===== src/rtl/fetch.sv =====
// Instruction fetch stage: issues one word-aligned request at a time to the
// instruction memory, delivers responses into the IF/ID register, buffers a
// single response behind a decode stall, and drops responses that a
// branch/jump redirect has made stale.
// Optional build macro FETCH_STALL_CNT_EN adds the stall_cycles output, a
// saturating count of cycles where decode stalls on a valid instruction.
module fetch #(
    parameter logic [31:0] RESET_PC = 32'h0000_0000
) (
    input  logic        clk,
    input  logic        rst_n,
    output logic        imem_req,
    output logic [31:0] imem_addr,
    input  logic        imem_ready,
    input  logic        imem_rvalid,
    input  logic [31:0] imem_rdata,
    input  logic        stall,
    input  logic        flush,
    input  logic [31:0] redirect_pc,
    output logic [31:0] if_instru,
    output logic [31:0] if_pc,
    output logic        if_valid
`ifdef FETCH_STALL_CNT_EN
    ,
    output logic [31:0] stall_cycles
`endif
);

    localparam logic [31:0] NOP_INSTR = 32'h0000_0013;

    typedef enum logic [1:0] {
        ST_REQ  = 2'b00,
        ST_WAIT = 2'b01,
        ST_HOLD = 2'b10
    } state_t;

    state_t      state_r;
    state_t      state_nxt_s;
    logic        discard_r;
    logic        discard_nxt_s;
    logic [31:0] fetch_pc_r;
    logic [31:0] req_pc_r;
    logic [31:0] buf_instr_r;
    logic        handshake_s;
    logic        load_rsp_s;
    logic        load_buf_s;
    logic        cap_buf_s;
    logic        redirect_unused_s;

    // Redirect targets are forced to word alignment, so the low bits are ignored.
    assign redirect_unused_s = &redirect_pc[1:0];

    // A redirect suppresses the request so that no stale address is accepted
    // in the same cycle the new target is loaded.
    assign imem_req    = rst_n && (state_r == ST_REQ) && !flush;
    assign imem_addr   = fetch_pc_r;
    assign handshake_s = imem_req && imem_ready;

    // Next-state, discard flag and IF/ID load selection.
    always_comb begin
        state_nxt_s   = state_r;
        discard_nxt_s = discard_r;
        load_rsp_s    = 1'b0;
        load_buf_s    = 1'b0;
        cap_buf_s     = 1'b0;
        case (state_r)
            ST_REQ: begin
                if (flush) begin
                    state_nxt_s = ST_REQ;
                end else if (handshake_s) begin
                    state_nxt_s = ST_WAIT;
                end else begin
                    state_nxt_s = ST_REQ;
                end
            end
            ST_WAIT: begin
                if (imem_rvalid) begin
                    // The outstanding response has arrived; any discard obligation is met.
                    discard_nxt_s = 1'b0;
                    if (flush || discard_r) begin
                        state_nxt_s = ST_REQ;
                    end else if (stall) begin
                        state_nxt_s = ST_HOLD;
                        cap_buf_s   = 1'b1;
                    end else begin
                        state_nxt_s = ST_REQ;
                        load_rsp_s  = 1'b1;
                    end
                end else if (flush) begin
                    // Keep waiting: the stale response must be absorbed before a new request.
                    discard_nxt_s = 1'b1;
                    state_nxt_s   = ST_WAIT;
                end else begin
                    state_nxt_s = ST_WAIT;
                end
            end
            ST_HOLD: begin
                if (flush) begin
                    state_nxt_s = ST_REQ;
                end else if (!stall) begin
                    state_nxt_s = ST_REQ;
                    load_buf_s  = 1'b1;
                end else begin
                    state_nxt_s = ST_HOLD;
                end
            end
            default: begin
                state_nxt_s   = ST_REQ;
                discard_nxt_s = 1'b0;
            end
        endcase
    end

    // FSM state and discard flag registers.
    always_ff @(posedge clk or negedge rst_n) begin
        if (!rst_n) begin
            state_r   <= ST_REQ;
            discard_r <= 1'b0;
        end else begin
            state_r   <= state_nxt_s;
            discard_r <= discard_nxt_s;
        end
    end

    // Fetch PC advance/redirect and PC of the outstanding request.
    always_ff @(posedge clk or negedge rst_n) begin
        if (!rst_n) begin
            fetch_pc_r <= RESET_PC;
            req_pc_r   <= 32'h0000_0000;
        end else if (flush) begin
            fetch_pc_r <= {redirect_pc[31:2], 2'b00};
            req_pc_r   <= req_pc_r;
        end else if (handshake_s) begin
            fetch_pc_r <= fetch_pc_r + 32'd4;
            req_pc_r   <= fetch_pc_r;
        end else begin
            fetch_pc_r <= fetch_pc_r;
            req_pc_r   <= req_pc_r;
        end
    end

    // One-entry buffer for a response that arrives while decode is stalled.
    always_ff @(posedge clk or negedge rst_n) begin
        if (!rst_n) begin
            buf_instr_r <= NOP_INSTR;
        end else if (cap_buf_s) begin
            buf_instr_r <= imem_rdata;
        end else begin
            buf_instr_r <= buf_instr_r;
        end
    end

    // IF/ID register: flush bubbles, stall holds, otherwise load or bubble.
    always_ff @(posedge clk or negedge rst_n) begin
        if (!rst_n) begin
            if_valid  <= 1'b0;
            if_instru <= NOP_INSTR;
            if_pc     <= 32'h0000_0000;
        end else if (flush) begin
            if_valid  <= 1'b0;
            if_instru <= NOP_INSTR;
            if_pc     <= if_pc;
        end else if (stall) begin
            if_valid  <= if_valid;
            if_instru <= if_instru;
            if_pc     <= if_pc;
        end else if (load_rsp_s) begin
            if_valid  <= 1'b1;
            if_instru <= imem_rdata;
            if_pc     <= req_pc_r;
        end else if (load_buf_s) begin
            if_valid  <= 1'b1;
            if_instru <= buf_instr_r;
            if_pc     <= req_pc_r;
        end else begin
            // Decode consumed the previous instruction and nothing new is ready.
            if_valid  <= 1'b0;
            if_instru <= NOP_INSTR;
            if_pc     <= if_pc;
        end
    end

`ifdef FETCH_STALL_CNT_EN
    // Saturating count of cycles where decode stalls on a valid instruction.
    always_ff @(posedge clk or negedge rst_n) begin
        if (!rst_n) begin
            stall_cycles <= 32'h0000_0000;
        end else if (stall && if_valid && (stall_cycles != 32'hFFFF_FFFF)) begin
            stall_cycles <= stall_cycles + 32'd1;
        end else begin
            stall_cycles <= stall_cycles;
        end
    end
`endif

endmodule


===== config.mk =====
export PLATFORM = sky130hd
export DESIGN_NAME = fetch
export DESIGN_NICKNAME = d
export VERILOG_FILES = /design/src/rtl/fetch.sv
export SDC_FILE = /design/constraint.sdc
export NUM_CORES = 1
export LEC_CHECK = 0
export CORE_ASPECT_RATIO = 1.1
export CORE_MARGIN = 10
export CORE_UTILIZATION = 33
export CTS_BUF_LIST = sky130_fd_sc_hd__clkbuf_4 sky130_fd_sc_hd__clkbuf_8 sky130_fd_sc_hd__clkbuf_16
export DETAILED_ROUTE_END_ITERATION = 16
export HOLD_SLACK_MARGIN = 0.05
export PLACE_DENSITY = 0.55
export SLEW_MARGIN = 30
export SYNTH_ARGS = -nofsm -noshare
export SYNTH_HDL_FRONTEND = slang
export SYNTH_SLANG_ARGS = --single-unit

===== constraint.sdc =====
create_clock -name clk -period 3.14 [get_ports clk]
set_input_delay 0.471 -clock clk [delete_from_list [all_inputs] [get_ports clk]]
set_output_delay 0.471 -clock clk [all_outputs]
set_load 0.005 [all_outputs]

### Metal 4, run 1

(2 px per um) Supply wires on this layer in gray. Cells faint in the background.
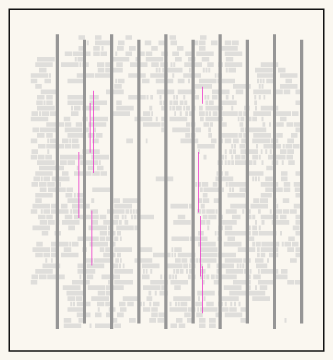
longest straight run: 40.8 um
share of all routed wire: 1.1%
vias: 5234
Post-Route WL: 19100 um

### I/O pins on the die edge, run 1

(2 px per um) Pins as bars across the die edge, other pins in gray.
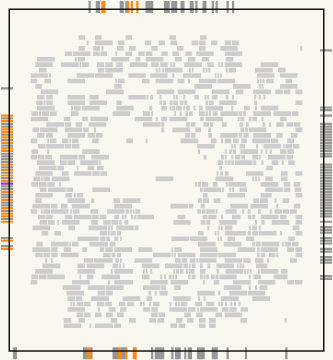
[if_instru] orange | pins: 32 | direction: output | edge: 20 left, 7 bottom, 5 top
[stall] purple | pins: 1 | direction: input | edge: left
I/O Buffers: 161
Die Wd: 156 um
die height: 170 um

### Zoomed window, run 1

Window x 92 to 142, y 103 to 153 um. Cells in gray, sequential cells in the stronger gray; small squares are vias.
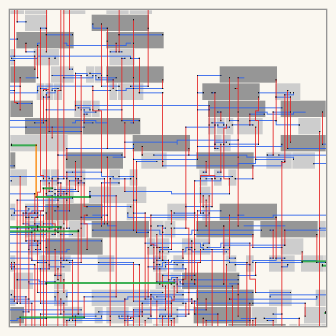
[metal 3] green
[metal 4] orange
[metal 1] blue
[metal 2] red
netlist names of flops here include: if_pc (8), req_pc_r (8), imem_addr (7)
most frequent: nand2_1 (26), dfrtp_1 (23), mux2_1 (9)
cells with their middle in the window: 105
sequential cells in the window: 23

### Metal 3, run 1

(3 px per um) Cells faint in the background.
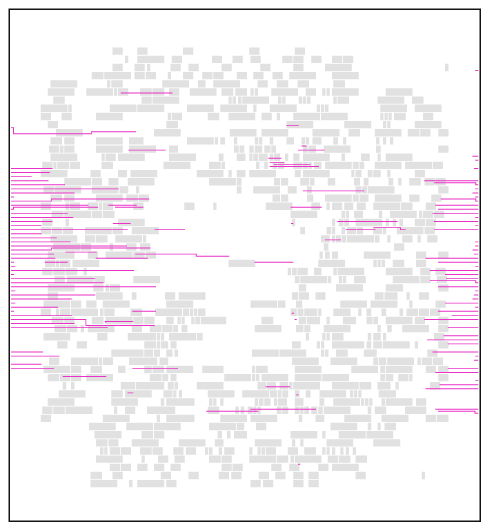
wire length on this layer: 1710 um
share of all routed wire: 8.9%
met3 GRT Util: 5.67%

==> impl_metrics.csv, run 1 <==
group,metric,value,unit
run_status,status,"completed",
setup_path,path_class,"register to output pin",
logic_synthesis,ys_seq_share,58.6,%
final_timing,period_minus_slack,2310,ps
setup_path,required,2670,ps
clock_network,insertion_delay,420,ps
final_timing,rsz0062_at_grt,"false",
clock_network,cts-root-buf,"clkbuf_16",
setup_path,worst_setup_path_end_kind,"output pin",
logic_synthesis,edf_count,0,
place,place_congestion,0.772,
setup_path,critPathLaunchType,"register",
route,ant_nets,0,
floorplanning,io_pins,168,
route,highest_layer,"met5",
setup_path,r2r_cells,6,
final_timing,slew_viol_final,0,
global_route,grt_max_degree,159,
logic_synthesis,ys_cells,604,
final_timing,max_slew_margin,44.4,%
layout,fin_util,46.2,%
place,placed_area,8640,um^2
final_timing,fmax,432,MHz
layout,fin_nets,830,
==> run 1: state kept, by name, summed over array words and instances, names as in the netlist <==
| register | count |
|---|---|
| req_pc_r | 30 |
| imem_addr | 30 |
| buf_instr_r | 32 |
| state_r | 2 |
| if_pc | 30 |
| if_valid | 1 |
| if_instru | 32 |
| discard_r | 1 |
==> run 1: synth_stat cells, drive strengths merged (6+ instances only) <==
master | number | area share, %
a222oi | 29 | 4.3
buf | 18 | 1.5
clkbuf | 21 | 1.2
dfrtp | 152 | 56
dfstp | 6 | 2.3
inv | 37 | 2.1
mux2 | 62 | 10
nand2 | 124 | 6.9
nand3 | 25 | 1.9
nand4 | 8 | 0.83
nor2 | 20 | 1.1
o211ai | 9 | 1.2
o21ai | 19 | 1.4
o311ai | 16 | 2.4
==> run 1: kinds of logic after synthesis <==
family | Yosys count | synth area share (%)
XOR/XNOR | 3 | 0.389
flip-flops | 158 | 58.6
buffers and inverters | 76 | 4.74
multiplexers | 63 | 10.5
adder cells (fa/ha/maj) | 1 | 0.185
AND/OR/NAND/NOR | 204 | 13.7
other | 1 | 0.0555
AND-OR/OR-AND | 98 | 11.9
==> run 1: critical path: stages (launching register included) <==
cell and delay, ps:
dfrtp_1 430, nor4b_4 370, clkdlybuf4s50_1 620
==> run 1: power by group <==
part           internal, mW  switching [mW]  total (mW)
Combinational         0.611           0.364       0.975
Sequential             2.43           0.255        2.69
Clock                  1.23           0.872        2.10
==> run 1: final cells by class <==
class | instances | area share [%]
inverter | 37 | 1.50
tap | 252 | 3.41
multi-input combinational | 373 | 27.1
sequential | 158 | 42.8
clock inverter | 13 | 1.65
clock buffer | 19 | 4.90
timing repair buffer | 172 | 18.6
==> run 2, diff against run 1 <==
Clock period 3.14 ns to 2.2 ns, I/O delays scaled along.
### The clock network, run 2

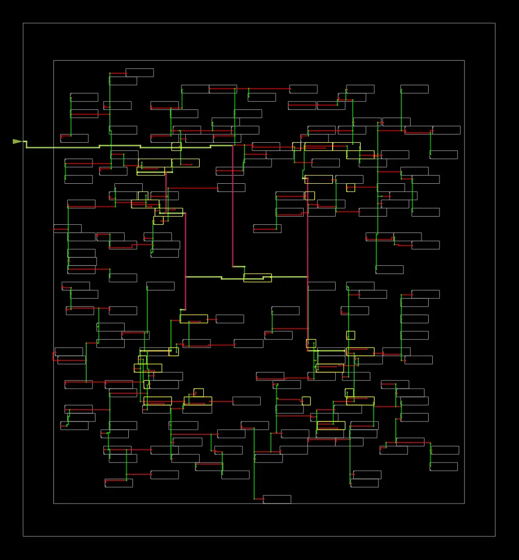
Final Skew: 8.98 ps
flop count: 158
Worst-Skew Late Latency: 420 ps

### Zoomed window, run 2

Window x 92 to 142, y 103 to 153 um. Cells in gray, sequential cells in the stronger gray; small squares are vias.
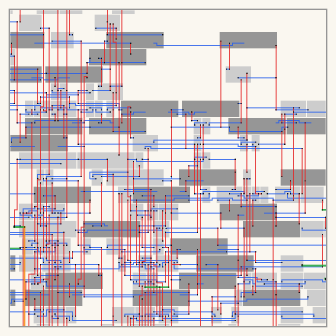
[metal 1] blue
[metal 4] orange
[metal 2] red
[metal 3] green
netlist names of flops here include: if_pc (10), req_pc_r (10), imem_addr (7)
most frequent: nand2_1 (29), dfrtp_1 (27), clkdlybuf4s50_1 (11)
sequential cells in the window: 27
cells with their middle in the window: 110

### Metal 3, run 2

(3 px per um) Cells faint in the background.
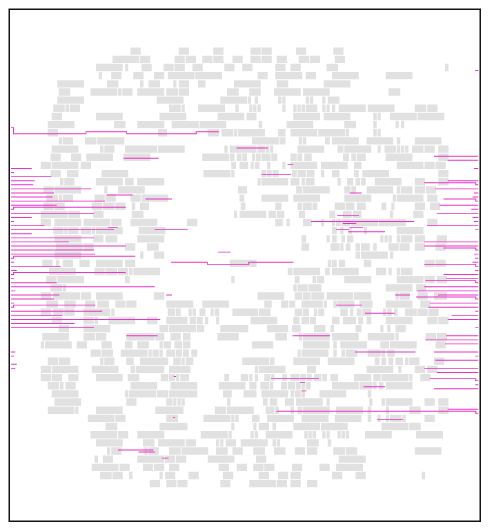
longest straight run: 66.2 um
wire length on this layer: 1710 um
vias: 5335
met3 GRT Util: 5.80%
Post-Route WL: 19400 um

==> run 2 against run 1 <==
Worst setup slack got worse by 590 ps. Synthesized area did not move. Sequential share of layout area fell by 0.64 points. Critical path type is now register to register. Total power rose by 40%. Register-to-register slack got worse by 760 ps. Clock power rose by 35%. First-iteration DRC count fell by 3.0%. Global-route usage fell by 0.17 points. Flip-flop count did not move. Sequential power rose by 42%. Non-clock buffer count rose by 17.
==> impl_metrics.csv, run 2 <==
group,metric,value,unit
setup_path,cp_cell_sequence,"nor4b_4 -> buf_4 -> nand2_2 -> or3_1 -> o211ai_2 -> o311ai_2",
global_route,grt_max_degree,159,
floorplanning,io_pins,168,
floorplanning,die_h,170,um
route,highest_layer,"met5",
final_timing,slew_viol_final,0,
logic_synthesis,common_cells,"152 x dfrtp_1, 124 x nand2_1, 37 x inv_1",
place,placed_area,8800,um^2
place,portBuffers,161,
run_status,status,"completed",
setup_path,critPathTopFamily,"simple AND/OR/NAND/NOR gates",
final_timing,period_minus_slack,1970,ps
setup_path,r2r_cells,6,
setup_path,critPathSlowestCell,"or3_1",
setup_path,path_class,"register to register",
layout,fin_util,46.9,%
setup_path,worst_setup_path_end_kind,"register",
final_timing,max_slew_margin,43.3,%
logic_synthesis,ys_cells,604,
logic_synthesis,yosysMostFrequentCell,"dfrtp_1",
route,ant_nets,0,
[run 2: repair_timing]
| action | in CTS | in global routing |
|---|---|---|
| resized | 0 | 2 |
| pin swaps | 1 | 1 |
| hold buffers | 0 | 0 |
| endpoints found under the setup margin | 1 | 1 |
| buffers inserted | 2 | 0 |
[run 2: worst max path at each step]
stage | from | end | slack (ps) | cells after the start
floorplan | state_r[1] | imem_addr[15] | 430 | 6
global placement | imem_ready | imem_addr[14] | -6 | 5
detailed placement | imem_ready | imem_addr[8] | -40 | 5
CTS | state_r[1] | imem_req | 20 | 3
global route | imem_addr[3] | imem_addr[20] | 50 | 5
finish | state_r[1] | imem_addr[15] | 230 | 6
[run 2: cell families (layout without fill, tap and decap cells)]
kind of cell,after synthesis,count (layout),synth area share (%)
other cells,1,4,0.0555
flops,158,158,58.6
mux,63,63,10.5
xor+xnor,3,3,0.389
buf+inv,76,258,4.74
fa+ha+maj,1,1,0.185
compound gates,98,98,11.9
simple gates,204,204,13.7
[run 2: final cells by class]
class / count / area, um^2
Sequential cell: 158 / 3960
Inverter: 37 / 139
Clock inverter: 14 / 134
Multi-Input combinational cell: 373 / 2510
Clock buffer: 18 / 433
Tap cell: 252 / 315
Fill cell: 1836 / 10600
Timing Repair Buffer: 189 / 1900
[run 2: report_power, final]
| group | internal (mW) | switching, mW | leakage [nW] |
|---|---|---|---|
| Clock | 1.59 | 1.25 | 0.264 |
| Combinational | 0.894 | 0.535 | 2.11 |
| Sequential | 3.47 | 0.358 | 2.03 |
| Total | 5.95 | 2.14 | 4.41 |
[run 2: metrics by stage]
step | total power, mW | setup TNS (ps)
2_1_floorplan | 4.37 | 0
3_3_place_gp | 5.27 | -11.2
3_5_place_dp | 5.35 | -109
4_1_cts | 8.23 | 0
5_1_grt | 8.53 | 0
6_report | 8.10 | 0
==> run 3, diff against run 2 <==
Settings changed: ABC_CLOCK_PERIOD_IN_PS set to 2200.
### The clock network, run 3

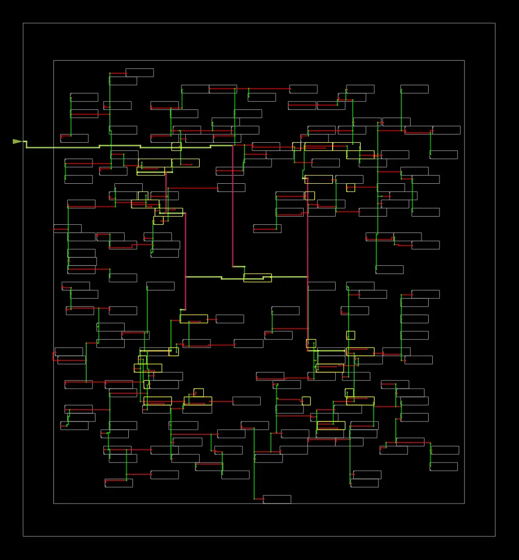
clock-net power: 2.84 mW
clock sink total: 158
clock buffer count: 18
Num CTS Buffers: 17

### I/O pins on the die edge, run 3

(2 px per um) Pins as bars across the die edge, other pins in gray.
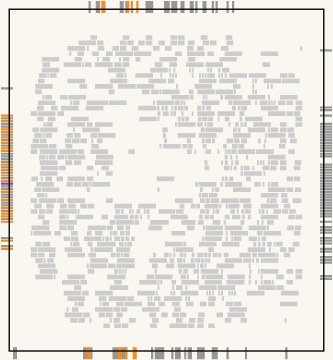
[if_instru] orange | pins: 32 | direction: output | edge: 20 left, 7 bottom, 5 top
[stall] purple | pins: 1 | direction: input | edge: left
all pins by edge: 51 right, 45 left, 40 bottom, 32 top

### Metal 3, run 3

(3 px per um) Cells faint in the background.
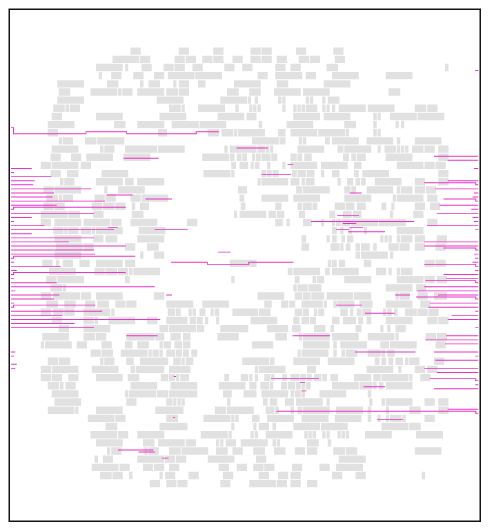
longest straight run: 66.2 um
main direction: horizontal
nets with wire on the layer: 115
share of all routed wire: 8.8%

==> run 3 against run 2 <==
Synthesized area is the same. Final area is the same. First-iteration DRC count is the same. Via count is the same. Wire length is the same. Non-clock buffer count is the same. Sequential power is essentially flat. Clock-buffer cell count is the same. Largest power group unchanged.
==> impl_metrics.csv, run 3 <==
group,metric,value,unit
logic_synthesis,yosysTopAreaCell,"dfrtp_1",
setup_path,path_class,"register to register",
pwr,internal-power,5.95,mW
pwr,clockPowerShare,35.0,%
run_status,status,"completed",
pwr,power.total,8.10,mW
logic_synthesis,ys_sh_simple,13.7,%
logic_synthesis,yosysMostFrequentCell,"dfrtp_1",
setup_path,cpPeakStageDelay,560,ps
place,portBuffers,161,
floorplanning,die_width,156,um
route,vias,5335,
logic_synthesis,ys_seq_share,58.6,%
setup_path,cp_cell_sequence,"nor4b_4 -> buf_4 -> nand2_2 -> or3_1 -> o211ai_2 -> o311ai_2",
setup_path,critPathSlowestCell,"or3_1",
logic_synthesis,ys_cells,604,
layout,top_regs,"buf_instr_r x32, if_instru x32",
layout,fin_util,46.9,%
route,ant_nets,0,
logic_synthesis,ys_sh_mux,10.5,%
logic_synthesis,top_cells_by_area,"dfrtp_1 56%, nand2_1 6.9%, mux2_2 5.5%",
clock_network,insertion_delay,420,ps
floorplanning,die_h,170,um
final_timing,setup_tns,0,ps
setup_path,critPathLaunchType,"register",
final_timing,fmax,508,MHz
final_timing,slew_viol_final,0,
setup_path,required,2480,ps
## run 3: cell counts after synthesis
Identical to the previous run, type by type.
## run 3: worst paths after layout
| kind | cells past startpoint | end | slack, ps | startpoint |
|---|---|---|---|---|
| setup / recovery | 6 | imem_addr[15] | 230 | state_r[1] |
| hold / removal | 2 | if_pc[31] | 50 | rst_n |
| setup reg to reg | 6 | imem_addr[15] | 230 | state_r[1] |
| hold reg to reg | 2 | req_pc_r[14] | 470 | req_pc_r[14] |
| max in group asynchronous | 2 | if_instru[24] | 1510 | rst_n |
| min in group clk | 4 | imem_addr[3] | 430 | flush |
## run 3: logic make-up (layout without fill, tap and decap cells)
logic type	Yosys count	in the layout
simple gates	204	204
flops	158	158
compound gates	98	98
buf+inv	76	258
mux	63	63
xor+xnor	3	3
fa+ha+maj	1	1
other cells	1	4
## run 3: power groups by stage
stage | Sequential, mW | Combinational [mW] | Clock [mW]
2_1_floorplan | 3.81 | 0.561 | 0
3_3_place_gp | 3.85 | 1.43 | 0
3_5_place_dp | 3.89 | 1.46 | 0
4_1_cts | 3.84 | 1.47 | 2.92
5_1_grt | 3.91 | 1.57 | 3.04
6_report | 3.83 | 1.43 | 2.84
## run 3: layout make-up
type,instances,area (um^2)
Clock buffer,18,433
Clock inverter,14,134
Fill cell,1836,10600
Inverter,37,139
Multi-Input combinational cell,373,2510
Sequential cell,158,3960
Tap cell,252,315
Timing Repair Buffer,189,1900
## run 3: metal layers
| metal | up-vias | track usage [%] |
|---|---|---|
| li1 | 2490 | - |
| met1 | 2673 | 17.1 |
| met2 | 156 | 24.0 |
| met3 | 14 | 5.80 |
| met4 | 2 | 3.98 |
| met5 | - | 0 |
## run 3: what timing repair did
item,4_1_cts,5_1_grt
hold buffers,0,0
buffers inserted,2,0
setup endpoints to repair,1,1
resized,0,2
pin swaps,1,1
Power is estimated from default activity; no workload was simulated.
